[config.mk]
export PLATFORM = sky130hd
export DESIGN_NAME = mux_arbiter
export DESIGN_NICKNAME = d
export VERILOG_FILES = /design/src/rtl/mux_arbiter.sv
export SDC_FILE = /design/constraint.sdc
export NUM_CORES = 1
export LEC_CHECK = 0
export CAP_MARGIN = 0
export CORE_AREA = 2 2 47 53
export DETAILED_ROUTE_END_ITERATION = 12
export DIE_AREA = 0 0 49 55
export PLACE_DENSITY_LB_ADDON = 0.08
export SYNTH_ARGS = -nofsm -noshare
export SYNTH_HDL_FRONTEND = slang
export SYNTH_SLANG_ARGS = --single-unit
[constraint.sdc]
create_clock -name clk -period 2.2 [get_ports clk]
set_input_delay 0.22 -clock clk [delete_from_list [all_inputs] [get_ports clk]]
set_output_delay 0.22 -clock clk [all_outputs]
set_load 0.02 [all_outputs]
[src/rtl/mux_arbiter.sv]
// mux_arbiter: two-requester round-robin arbiter that owns the select line of
// a shared 2:1 data mux. A hold counter forces rotation after MAX_HOLD
// consecutive grants while the other side is waiting. The selected word is
// registered together with a valid flag.
//
// state   | meaning
// --------+-----------------------------------------------------------
// IDLE    | nobody owns the mux, sel keeps its last value
// GRANT_A | requester A owns the mux, sel = 0 (data_a)
// GRANT_B | requester B owns the mux, sel = 1 (data_b)
module mux_arbiter #(
  parameter int WIDTH    = 8,
  parameter int MAX_HOLD = 4
) (
  input  logic             clk,
  input  logic             rst,
  input  logic             req_a,
  input  logic             req_b,
  input  logic [WIDTH-1:0] data_a,
  input  logic [WIDTH-1:0] data_b,
  output logic             gnt_a,
  output logic             gnt_b,
  output logic             sel,
  output logic [WIDTH-1:0] outp,
  output logic             out_valid
);

  // A one-bit counter is kept even for MAX_HOLD = 1 so the width never collapses to zero.
  localparam int HW = (MAX_HOLD > 1) ? $clog2(MAX_HOLD) : 1;
  localparam logic [HW-1:0] HOLD_LAST = HW'(MAX_HOLD - 1);

  typedef enum logic [1:0] {
    IDLE    = 2'd0,
    GRANT_A = 2'd1,
    GRANT_B = 2'd2
  } state_e;

  state_e           state_q, state_d;
  logic             last_q, last_d;    // 0: A granted last, 1: B granted last
  logic [HW-1:0]    hold_q, hold_d;
  logic             sel_q, sel_d;
  logic [WIDTH-1:0] outp_q, outp_d;
  logic             valid_q, valid_d;

  // State register and registered datapath outputs.
  always_ff @(posedge clk or posedge rst) begin
    if (rst) begin
      state_q <= IDLE;
      last_q  <= 1'b1;
      hold_q  <= '0;
      sel_q   <= 1'b0;
      outp_q  <= '0;
      valid_q <= 1'b0;
    end else begin
      state_q <= state_d;
      last_q  <= last_d;
      hold_q  <= hold_d;
      sel_q   <= sel_d;
      outp_q  <= outp_d;
      valid_q <= valid_d;
    end
  end

  // Next-state, hold counter, select and data capture.
  always_comb begin
    state_d = state_q;
    last_d  = last_q;
    hold_d  = hold_q;
    sel_d   = sel_q;
    outp_d  = outp_q;

    // Capture uses the current request level so a releasing side gets no valid word.
    valid_d = ((state_q == GRANT_A) && req_a) || ((state_q == GRANT_B) && req_b);
    if (valid_d) begin
      outp_d = (state_q == GRANT_B) ? data_b : data_a;
    end

    case (state_q)
      IDLE: begin
        if (req_a && req_b) begin
          state_d = last_q ? GRANT_A : GRANT_B;
        end else if (req_a) begin
          state_d = GRANT_A;
        end else if (req_b) begin
          state_d = GRANT_B;
        end
      end
      GRANT_A: begin
        if (!req_a) begin
          state_d = req_b ? GRANT_B : IDLE;
        end else if (req_b && (hold_q == HOLD_LAST)) begin
          state_d = GRANT_B;
        end else if (hold_q != HOLD_LAST) begin
          hold_d = hold_q + HW'(1);
        end
      end
      GRANT_B: begin
        if (!req_b) begin
          state_d = req_a ? GRANT_A : IDLE;
        end else if (req_a && (hold_q == HOLD_LAST)) begin
          state_d = GRANT_A;
        end else if (hold_q != HOLD_LAST) begin
          hold_d = hold_q + HW'(1);
        end
      end
      default: begin
        state_d = IDLE;
      end
    endcase

    // Entering a grant state restarts the hold window and records the owner.
    if (state_d != state_q) begin
      if (state_d == GRANT_A) begin
        hold_d = '0;
        last_d = 1'b0;
        sel_d  = 1'b0;
      end else if (state_d == GRANT_B) begin
        hold_d = '0;
        last_d = 1'b1;
        sel_d  = 1'b1;
      end
    end
  end

  assign gnt_a     = (state_q == GRANT_A);
  assign gnt_b     = (state_q == GRANT_B);
  assign sel       = sel_q;
  assign outp      = outp_q;
  assign out_valid = valid_q;

endmodule

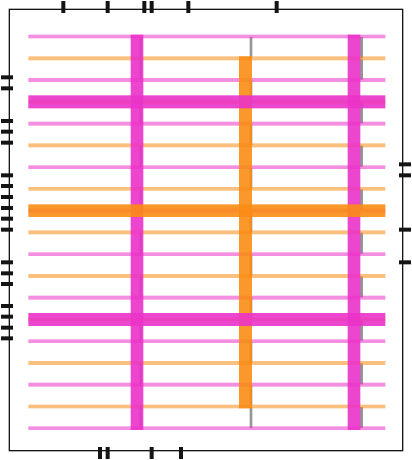
pdn.png
Drawn at 8 px/um. Pins as bars on the die edge. Tap cells in gray.
Key: VSS = magenta; VDD = orange
3 straps on met4. 32 signal pins sit on the boundary. The core has 18 rows.
worst vdd ir: 0.621 mV
height of the chip: 55 um
Die Width: 49 um
placeable core region: 2180 um2

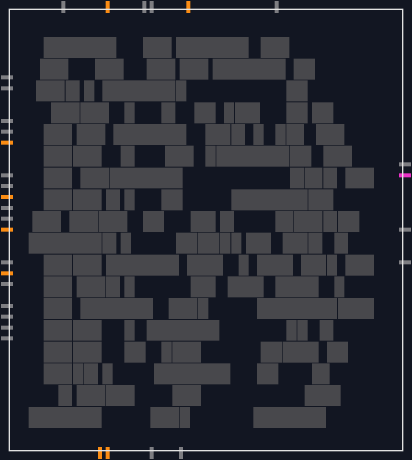
pins.png
Drawn at 8 px/um. Pins as bars across the die edge, other pins in gray.
Key: `outp` = orange [pins 8, direction output, edge 4 west, 2 north, 2 south]; `req_a` = magenta [pins 1, direction input, edge east]
All pins by edge: 18 west, 6 north, 4 east, 4 south.
buffers added on ports: 31

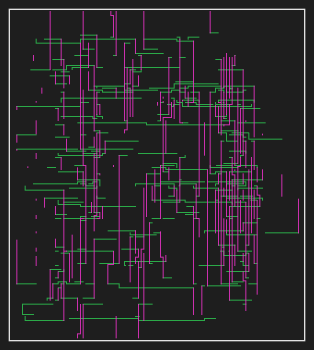
metal_stack.png
Drawn at 6 px/um. Two of the layers only.
Key: met1 = green [wire length 768 um]; met2 = magenta [wire length 971 um]
vias after detailed routing: 799
post-DR wirelength/cell: 11.9 um
global routing usage summed across all routing layers: 15.7%

==> summary.rpt <==
FLOW METRICS REPORT
----------------------------------------------------
[Synthesis]
  Most used standard cell by instance count after synthesis ........................ dfrtp_1
  Seq cells post-synth ........................ 15
  Number of warning messages in the yosys log ........................ 0
  Number of library cell types mapped by synthesis ........................ 27
  Top-area cell share ........................ 38.9%
  Fraction of synthesis flops using an asynchronous set or reset pin ........................ 100%
  Fraction of the yosys area taken by sequential cells ........................ 41.9%
  Post-synth area from yosys stat ........................ 900 um2
  Instance tally after logic synthesis ........................ 91
  Post-Synthesis Net Count ........................ 117
  Largest area contributor in the synthesized netlist ........................ dfrtp_1

[Cells and area]
  Post-layout instance count excluding filler cells ........................ 161
  Number of antenna diodes ........................ 0
  Layout cell share with drive strength beyond 1 ........................ 13.0%
  Filler cell count ........................ 226
  Growth of design area from synthesis to finish ........................ 47.6%
  Nets ........................ 158

[Setup path]
  Largest fanout on the critical path ........................ 6
  Most frequent CP cell ........................ inv_1
  Crit path max-delay family ........................ AND-OR/OR-AND gates
  Kind of critical path ........................ register to register
  Cell breakdown of the critical path ........................ inv_1, ha_2, and3_1, a22o_1, a32oi_4, inv_1, ha_1, nor2_1, a21oi_1, a311oi_1
  Slowest library cell on the worst path ........................ dfrtp_1
  Slowest cell delay on critical path ........................ 0.40 ns
  CP bufs+invs ........................ 2
  CP startpoint kind ........................ register

[Clock network]
  Number of buffers on the longest clock path ........................ 2
  Clock H-tree levels ........................ 1
  Clock transition at the register clock pins on the worst setup and hold paths after CTS ........................ 0.09 ns
  Clock tree from TritonCTS ........................ yes

[Die]
  Initial Utilization ........................ 41.2%
  Area of the die ........................ 2700 um2
  Number of top-level pins ........................ 32

[GRT]
  Overflow left after global routing ........................ 0
  Global-route wire length before repair ........................ 3190 um
  Number of global-route vias before repair ........................ 787
  Number of antenna violations at the first check in global routing ........................ 0
  Pin count of the biggest net entering global routing ........................ 17

[Final timing]
  Worst relative slew slack ........................ 61.2%
  Clock period minus worst slack ........................ 2.05 ns
  Maximum clock skew at final layout ........................ 0.00425 ns
  Unrepaired setup endpoints after global routing ........................ yes
  Number of hold violations in the final report ........................ 0
  Max-slew violations ........................ 0
  Final worst hold slack ........................ 0.293 ns

[Run status]
  Result of the run ........................ complete, no violations

[Worst hold path]
  Worst min-delay path category ........................ input pin to async pin

[Drt]
  Total iterations of the first detailed-routing run ........................ 4
  Final routed DRC violation total ........................ 0

[Run]
  Number of maximum-capacitance violations ........................ 0
  Number of warnings in the stage logs ........................ 31

[Power]
  Power density over the cells ........................ 1300 nW/um2
  Leak Pwr ........................ 0.616 nW

----------------------------------------------------
==> final timing paths <==
kind,start,slack (ns),end,cells after the start
worst max-delay path,state_q[1],0.15,hold_q[0],10
worst min-delay path,rst,0.29,outp[6],2
worst max register to register,state_q[1],0.15,hold_q[0],10
worst min register to register,last_q,0.49,last_q,2
max in group asynchronous,rst,1.49,state_q[0],2
min in group clk,last_q,0.49,last_q,2
==> area by class of cell <==
cell class                 instances  area, um2  share of cell area, %
sequential                        15        378                   28.5
clock buffer                       4       26.3                   1.98
inverter                           9       33.8                   2.54
multi-input combinational         63        472                   35.5
tap                               30       37.5                   2.83
timing repair buffer              40        380                   28.7
==> layer usage <==
layer	routed length [um]	global-route usage, %	share of wire, %	up-vias
li1	-	-	-	398
met1	767	16.6	40	363
met2	971	29.7	51	32
met3	134	2.96	7.0	6
met4	41	10.0	2.1	0
met5	0	0	0	-
==> power breakdown <==
part | total (mW) | leakage [nW] | internal (mW) | switching (mW)
Sequential | 0.484 | 0.185 | 0.402 | 0.0813
Clock | 0.153 | 0.0150 | 0.0702 | 0.0831
Combinational | 1.09 | 0.416 | 0.529 | 0.558
Total | 1.72 | 0.616 | 1.00 | 0.723
==> sequential cells by signal, summed over array words and instances, names as in the netlist <==
register,cells
outp,8
hold_q,2
state_q,2
last_q,1
out_valid,1
sel,1
==> timing repair <==
action,CTS,global route
resized,0,3
hold buffers,0,0
setup endpoints to repair,0,3
setup buffers,0,0
==> layout by cell type, fill, tap and decap left out, types with 3 or more instances in the layout <==
| cell type | instances |
|---|---|
| buf_4 | 9 |
| clkbuf_4 | 3 |
| clkdlybuf4s50_1 | 30 |
| dfrtp_1 | 13 |
| ha_1 | 5 |
| inv_1 | 9 |
| mux2i_1 | 10 |
| nand2_1 | 9 |
| nor2_1 | 4 |
| o21ai_0 | 11 |
==> stage by stage <==
stage / total power, mW / instance area (um2) / TNS [ns] / setup WS [ns]
3_5_place_dp: 1.58 / 1290 / -0.0176 / -0.0176
2_1_floorplan: 1.16 / 900 / 0 / 0.117
6_report: 1.72 / 1330 / 0 / 0.145
3_3_place_gp: 1.57 / 1290 / 0 / 0.0329
5_1_grt: 1.88 / 1330 / -0.0192 / -0.0192
4_1_cts: 1.75 / 1320 / 0 / 0.0235
==> logic make-up after synthesis <==
family	count (synthesis)	share of synthesized area [%]
compound gates	25	20.7
xor+xnor	2	1.95
fa+ha+maj	6	8.34
buf+inv	13	5.98
flops	15	41.9
mux	10	11.1
simple gates	20	10.0
Power is estimated from default activity; no workload was simulated.
